Design sm_add_pipe, sky130hd; sources not shown.
Fig. 1: run 1, floorplan with the power grid
Scale: 2 px per µm. Pins as bars on the die edge.
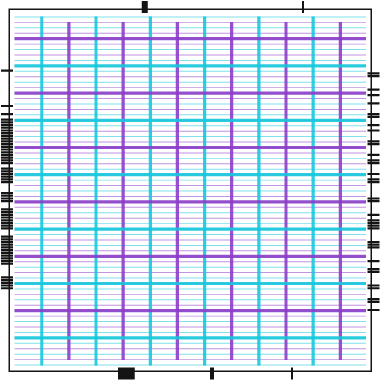
color	net
cyan	VSS
purple	VDD
met4 straps	12
signal pins	105
met5 straps	12
Max VDD drop: 380 µV
Die Ht: 180 µm
Die Wd: 180 µm
core area: 30600 µm²

Fig. 2: run 1, placed cells, one color a class
Scale: 2 px per µm. Fill, decap, tap and diode cells in gray.
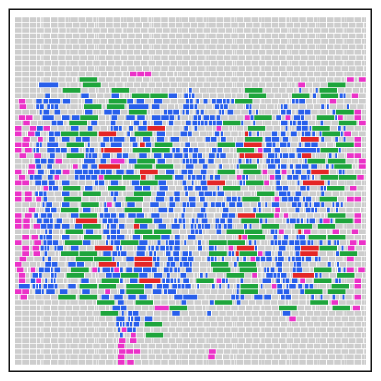
color	class	cells	share of their area
blue	remaining logic cells	789	51%
green	registers	136	31%
red	clock drivers and dummy loads	32	5.8%
magenta	remaining buffers and delay cells	143	12%
std cell rows: 64
final core utilization: 37.9%
final instance area: 11600 µm²
sequential fraction of total cell area: 29.3%

Fig. 3: run 1, routing congestion map
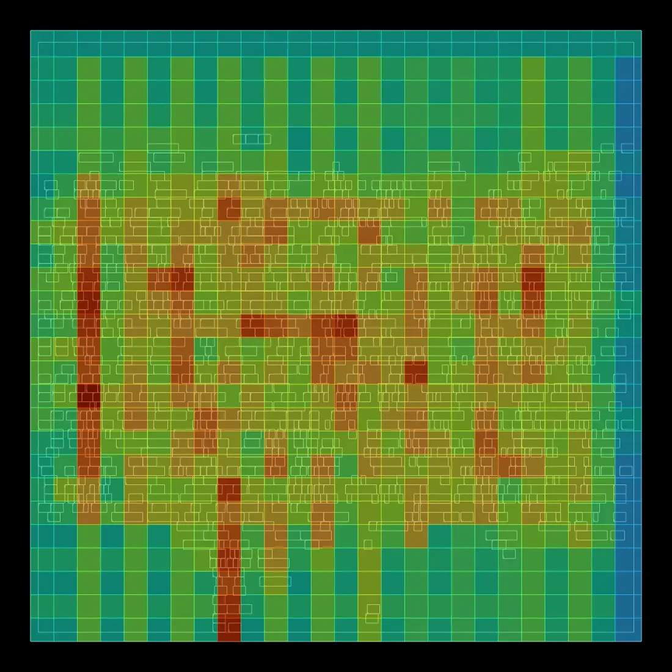
global-route usage over all layers: 14.6%
busiest layer in global routing: met1
grt met2 use: 21.0%
met1 usage: 22.3%

==> reports/metrics.csv, run 1 <==
stage;metric;value;unit
outcome;status;finished, final reports clean;
final_timing;finalHoldViolCount;0;
routing;first_pass_iters;4;
setup_path;slowest_stage;or4_2;
clocking;cts-root-buf;clkbuf_16;
routing;routed_via_density;5.07;
setup_path;rr_worst_depth;8;
placed_design;postPlaceCellArea;10900;µm²
synthesis;syn_area;9320;µm²
pwr;combPwrFrac;45.2;%
synthesis;ys.flop_type;dfrtp_1;
global_routing;overflow;0;
pwr;comb-power;3930;µW
setup_path;endpoint_kind;register;
setup_path;startpoint_type;register;
setup_path;worstPathCellList;or4_4, or4_4, or4_2, o31ai_1, xor2_1, nand4_1, nor3_2, a21oi_2;
routing;drtAntennaViolNets;0;
placed_design;dp_cells;1464;
synthesis;async_flop_share;100;%
placed_design;dp_hpwl;18.4;mm
placed_design;io_buffers;104;
layout;final_common_cell;dfrtp_1;
setup_path;cp.required;3.60;ns
synthesis;synth.cellmix.xorXnorShare;10.7;%
pwr;p_int;5410;µW
clocking;htreeDepth;4;
routing;wl_met2;9.42;mm
layout;stdcell_count;1496;
pwr;power_leader;combinational logic;
global_routing;grt_max_degree;67;
floorplanning;die-area;32500;µm²
setup_path;critical_path.max_stage_delay;0.69;ns
global_routing;grt_pass1_vias;7348;
clocking;clk_pin_slew_worst_paths;0.06;ns
clocking;cts_buffer_depth;2;
synthesis;synth_seq_share;36.5;%
clocking;cts_buffers;17;
pwr;p_seq_share;31.4;%
run;cap_violations;0;
global_routing;use_met3;2.75;%
final_timing;setup_ws;0.175;ns
synthesis;ys_types;72;
pwr;seq_power;2730;µW
global_routing;antenna_found_initial;0;
routing;wl;23.3;mm
placed_design;dp_slack;0.0569;ns
setup_path;rrSetupSlack;0.18;ns
final_timing;tightestPinTransition;0.632;ns
synthesis;aoi_share;18.8;%
synthesis;syn_avg_cell_area;9.50;µm²
pwr;pg_clk;2030;µW
hold_path;min_path_type;in -> async;
pwr;switchingPower;3270;µW
setup_path;crit_arrival;3.43;ns
pwr;p_clk_share;23.4;%
setup_path;critical_path_class;reg -> reg;
synthesis;ys_sh_mux;8.77;%
final_timing;drv_slew;0;
final_timing;period_used_share;94.8;%
pwr;switching_share;37.7;%
final_timing;finalSetupViolations;0;
final_timing;period_minus_slack;3.18;ns
setup_path;crit_top_cell;or4_4;
final_timing;rsz0062_at_grt;false;
synthesis;syn-instance-count;981;
floorplanning;io_pins;105;
synthesis;yosys_cells;981;
floorplanning;fp-utilization;30.5;%
final_timing;setup_tns;0;ns
layout;num-nets-final;1193;
synthesis;synth-warning-count;6;
global_routing;grt_pass1_wl;38.8;mm
synthesis;ys_ff;136;
routing;met3_length;1.01;mm
clocking;cts_sinks;136;
clocking;cts_tree;done;
routing;wl_met1;12.5;mm
synthesis;yosys-stat-area;9320;µm²
layout;lay_top_cells;dfrtp_1, nand2_1, clkdlybuf4s50_1;
layout;fillerInstances;3063;
synthesis;synthAdderAreaFrac;5.05;%
synthesis;floorplan.nets;1087;
placed_design;gp_congestion;0.880;
final_timing;relSlewSlack;57.9;%
final_timing;fmax;314;MHz
setup_path;crit_fanout;5;
clocking;clk_latency;0.42;ns
synthesis;ys_top_logic_family;AND-OR/OR-AND gates;
pwr;p_leak;0.00459;µW
pwr;power_density;749;nW/µm²
routing;drt_iter0_markers;478;
synthesis;edf_count;0;
routing;drc;0;
synthesis;ys_sh_simple;16.9;%
layout;seq_area;3400;µm²
## run 1: stage by stage
step                      total power (µW)  hold slack (ns)
final                                 8690            0.371
after global routing                  9400            0.412
after CTS                             8750            0.392
after detailed placement              6690            0.422
after global placement                6610            0.411
after floorplan                       5290            0.421
## run 1: synth_stat cells (8+ instances only)
library cell    n  area, µm²
dfrtp_1       136       3400
nand2_1       113        424
o21ai_0        93        465
xnor2_1        72        631
mux2_2         69        777
clkbuf_1       44        165
xor2_1         42        368
ha_1           36        450
a21oi_1        31        155
o31ai_1        31        233
nor3_1         28        140
nand3_1        26        130
nor2_1         24       90.1
inv_1          16       60.1
a21o_1         14        105
o41ai_1        14        123
nand4_1        11       68.8
or3_1          10       62.6
or4_1          10       75.1
nand2b_1        9       56.3
or4_4           8       90.1
## run 1: kinds of logic (layout without fill, tap and decap cells)
logic type | after synthesis | in the layout
muxes | 73 | 73
and+or+nand+nor | 298 | 298
adders and majority gates | 37 | 37
DFF | 136 | 136
AOI/OAI and AO/OA | 251 | 251
buffers and inverters | 72 | 191
xor gates and xnor gates | 114 | 114
## run 1: worst max-delay path: cells and delay by family (launching register included)
| kind | cells | cell delay [ns] |
|---|---|---|
| AND/OR/NAND/NOR | 5 | 2.03 |
| AND-OR/OR-AND | 2 | 0.33 |
| flip-flops | 1 | 0.42 |
| XOR/XNOR | 1 | 0.23 |
## run 1: layout make-up
type | count | area share [%]
Clock buffer | 19 | 3.82
Inverter | 16 | 0.518
Tap cell | 396 | 4.27
Clock inverter | 13 | 1.74
Timing Repair Buffer | 143 | 11.7
Multi-Input combinational cell | 773 | 48.6
Sequential cell | 136 | 29.3
## run 1: what timing repair did
item                                   CTS  global route
endpoints found under the hold margin    0             0
setup buffers                            0             0
setup endpoints to repair                0             1
resized                                  0             1
hold buffers                             0             0
==> run 2, diff against run 1 <==
--- a/config.mk
+++ b/config.mk
@@ -6,12 +6,11 @@
 export NUM_CORES = 1
 export LEC_CHECK = 0
 export ABC_AREA = 0
-export CORE_MARGIN = 2
+export CORE_MARGIN = 1.5
 export CORE_UTILIZATION = 30
 export CTS_CLUSTER_DIAMETER = 150
 export DETAILED_ROUTE_END_ITERATION = 8
 export SLEW_MARGIN = 20
 export SYNTH_ARGS = -nofsm -noshare
 export SYNTH_HDL_FRONTEND = slang
-export SYNTH_HIERARCHICAL = 1
 export SYNTH_SLANG_ARGS = --single-unit
Fig. 4: run 2, sequential cells colored by netlist name
Scale: 3 px per µm. Other sequential cells in the stronger gray, the rest of the logic in the fainter gray.
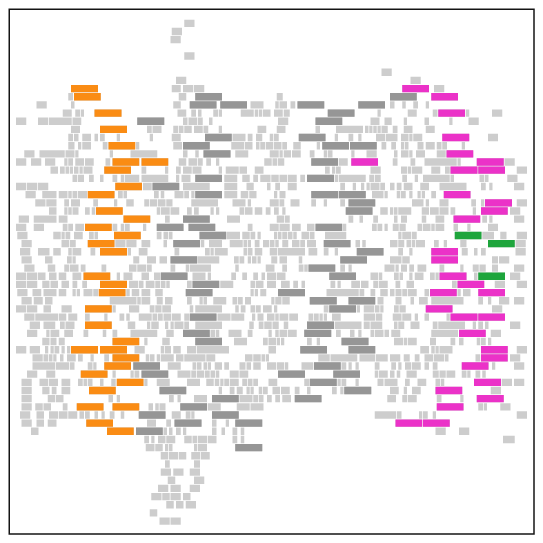
color	netlist name	flops
magenta	`out_sum`	32
orange	`r_b1`	33
green	`r_valid`	3
sequential fraction of total cell area: 30.4%
Seq. cell area: 3400 µm²

Fig. 5: run 2, routing congestion map
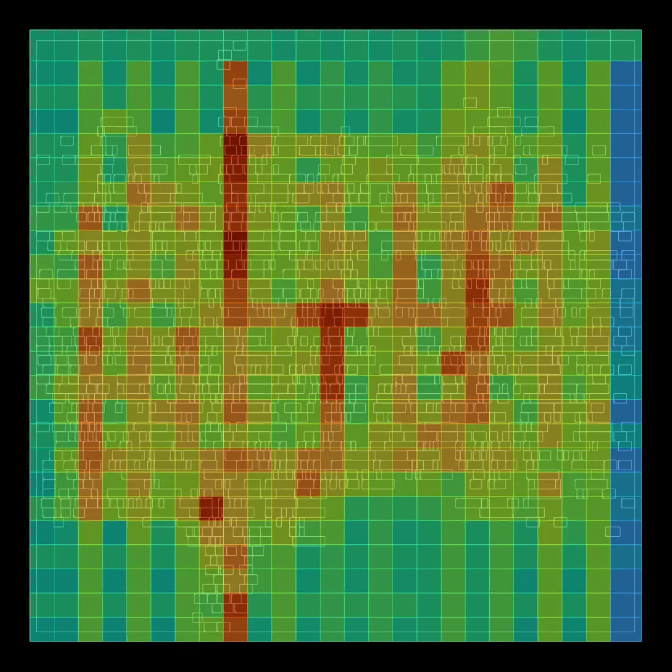
global-route usage over all layers: 14.5%
grt met2 use: 20.3%
final core utilization: 38.9%
met1 usage: 21.9%
drt wl/cell: 13.7 µm

Fig. 6: run 2, placed cells, one color a class
Scale: 3 px per µm. Fill, decap, tap and diode cells in gray.
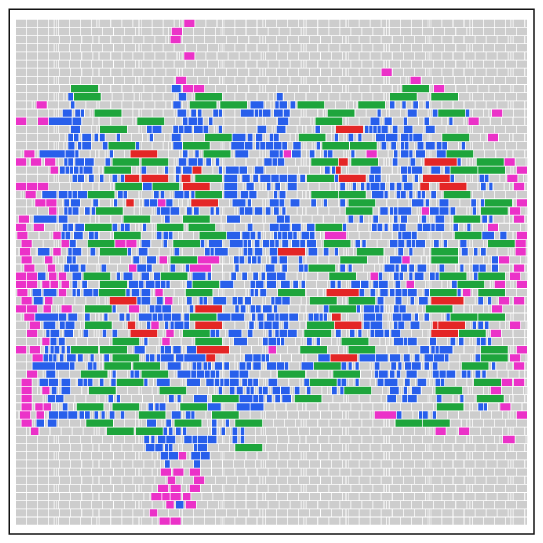
color	class	cells	share of their area
green	registers	136	32%
blue	remaining logic cells	849	49%
red	clock drivers and dummy loads	32	5.9%
magenta	remaining buffers and delay cells	150	13%
std cell rows: 62
core area: 28800 µm²
final instance area: 11200 µm²

==> reports/metrics.csv, run 2 <==
stage;metric;value;unit
outcome;status;finished, final reports clean;
layout;final_common_cell;nand2_1;
final_timing;relSlewSlack;58.8;%
synthesis;top_cells_by_count;nand2_1, o21ai_0, dfrtp_1, xor2_1, a21oi_1;
synthesis;yosys-stat-area;8820;µm²
layout;fillerInstances;2914;
pwr;p_leak;0.00470;µW
global_routing;overflow;0;
synthesis;yosys_cells;1035;
final_timing;timing.hold.ws;0.256;ns
global_routing;grt_max_degree;101;
synthesis;edf_count;0;
synthesis;syn-instance-count;1035;
placed_design;postPlaceCellArea;10600;µm²
routing;routed_via_density;4.79;
synthesis;ys.flop_type;dfrtp_1;
final_timing;drv_slew;0;
global_routing;antenna_found_initial;0;
synthesis;synth_seq_share;38.6;%
placed_design;gp_congestion;0.846;
setup_path;path_depth;10;
pwr;total_power;7940;µW
synthesis;syn_avg_cell_area;8.52;µm²
placed_design;io_buffers;104;
setup_path;critical_path.max_stage_delay;0.63;ns
floorplanning;fp-utilization;30.6;%
synthesis;yosysTopAreaCellShare;38.6;%
clocking;cts_setup_buffers;0;
clocking;cts_resized;0;
clocking;clk_pin_slew_worst_paths;0.06;ns
final_timing;period_used_share;92.6;%
synthesis;syn_area;8820;µm²
floorplanning;io_pins;105;
routing;drc;0;
floorplanning;die_h;174;µm
synthesis;ys_types;62;
layout;lay_top_cells;nand2_1, o21ai_0, dfrtp_1;
floorplanning;dieWidth;174;µm
setup_path;crit_family;simple AND/OR/NAND/NOR gates;
layout;num-nets-final;1259;
pwr;peakVddDrop;404;µV
final_timing;tightestPinTransition;0.603;ns
setup_path;cp.required;3.61;ns
synthesis;largest_area_cell;dfrtp_1;
setup_path;endpoint_kind;register;
clocking;cts_buffers;17;
synthesis;most_common_cell;nand2_1;
placed_design;dp_cells;1519;
setup_path;crit_fanout;5;
clocking;htreeDepth;4;
clocking;ctsHoldBuffers;0;
setup_path;worstPathCellList;clkdlybuf4s50_1, or4_1, nor2_1, nand3_1, nor4_1, buf_4, nand3_1, o41ai_1, xor2_1, o21ai_1;
clocking;cts-root-buf;clkbuf_16;
setup_path;critPathBufInv;2;
global_routing;grt_pass1_wl;35.8;mm
final_timing;period_minus_slack;3.11;ns
floorplanning;die-area;30400;µm²
routing;first_pass_iters;5;
placed_design;dp_hpwl;16.4;mm
synthesis;area_leaders;dfrtp_1, o21ai_0, nand2_1, xor2_1, ha_1;
clocking;cts_buffer_depth;2;
routing;wl;21.2;mm
setup_path;critical_path_class;in -> reg;
hold_path;min_path_type;in -> async;
setup_path;crit_arrival;3.36;ns
[run 2: cell count changes in the layout (fill, tap and decap cells not counted), moves of 8 or more]
cell and delta:
xnor2_1 -33, nand2_1 +77, o31ai_1 -11, o21ai_1 +18, nand3_1 -10, a21oi_1 +16
o21ai_0 +65, mux2_2 -60, xor2_1 +38, inv_1 +9, nor3_1 -8, nor2_1 +19
[run 2: cells by family after synthesis]
logic type               share of synthesized area (%)
AND/OR/NAND/NOR                                   18.3
buffers and inverters                             3.21
adder cells (fa/ha/maj)                           5.19
multiplexers                                      1.60
flip-flops                                        38.6
AND-OR/OR-AND                                     21.4
XOR/XNOR                                          11.7
[run 2: power breakdown]
part | internal (µW) | switching (µW) | total, µW
Clock | 1270 | 741 | 2010
Combinational | 1510 | 1640 | 3160
Sequential | 2170 | 606 | 2770
Total | 4950 | 2990 | 7940
[run 2: area by class of cell]
class	count	area (µm²)	share of cell area [%]
multi-input combinational	824	5140	45.9
sequential	136	3400	30.4
timing repair buffer	150	1440	12.8
tap	384	480	4.29
clock buffer	18	439	3.92
clock inverter	14	198	1.77
inverter	25	93.8	0.838
[run 2: layer usage]
layer | track usage [%] | share of wire (%) | vias to the layer above
met5 | 0 | 0 | -
met4 | 4.24 | 1.3 | 0
met3 | 3.00 | 5.0 | 20
met2 | 20.3 | 40 | 176
met1 | 21.9 | 54 | 3319
li1 | - | - | 3910
[run 2: through the flow]
step / worst slack [ns] / TNS (ns)
after CTS: 0.264 / 0
final: 0.247 / 0
after detailed placement: -0.177 / -0.738
after global placement: -0.0961 / -0.320
after floorplan: 0.318 / 0
after global routing: 0.0246 / 0
No activity file was given, so power comes from the tool's default toggle rates.
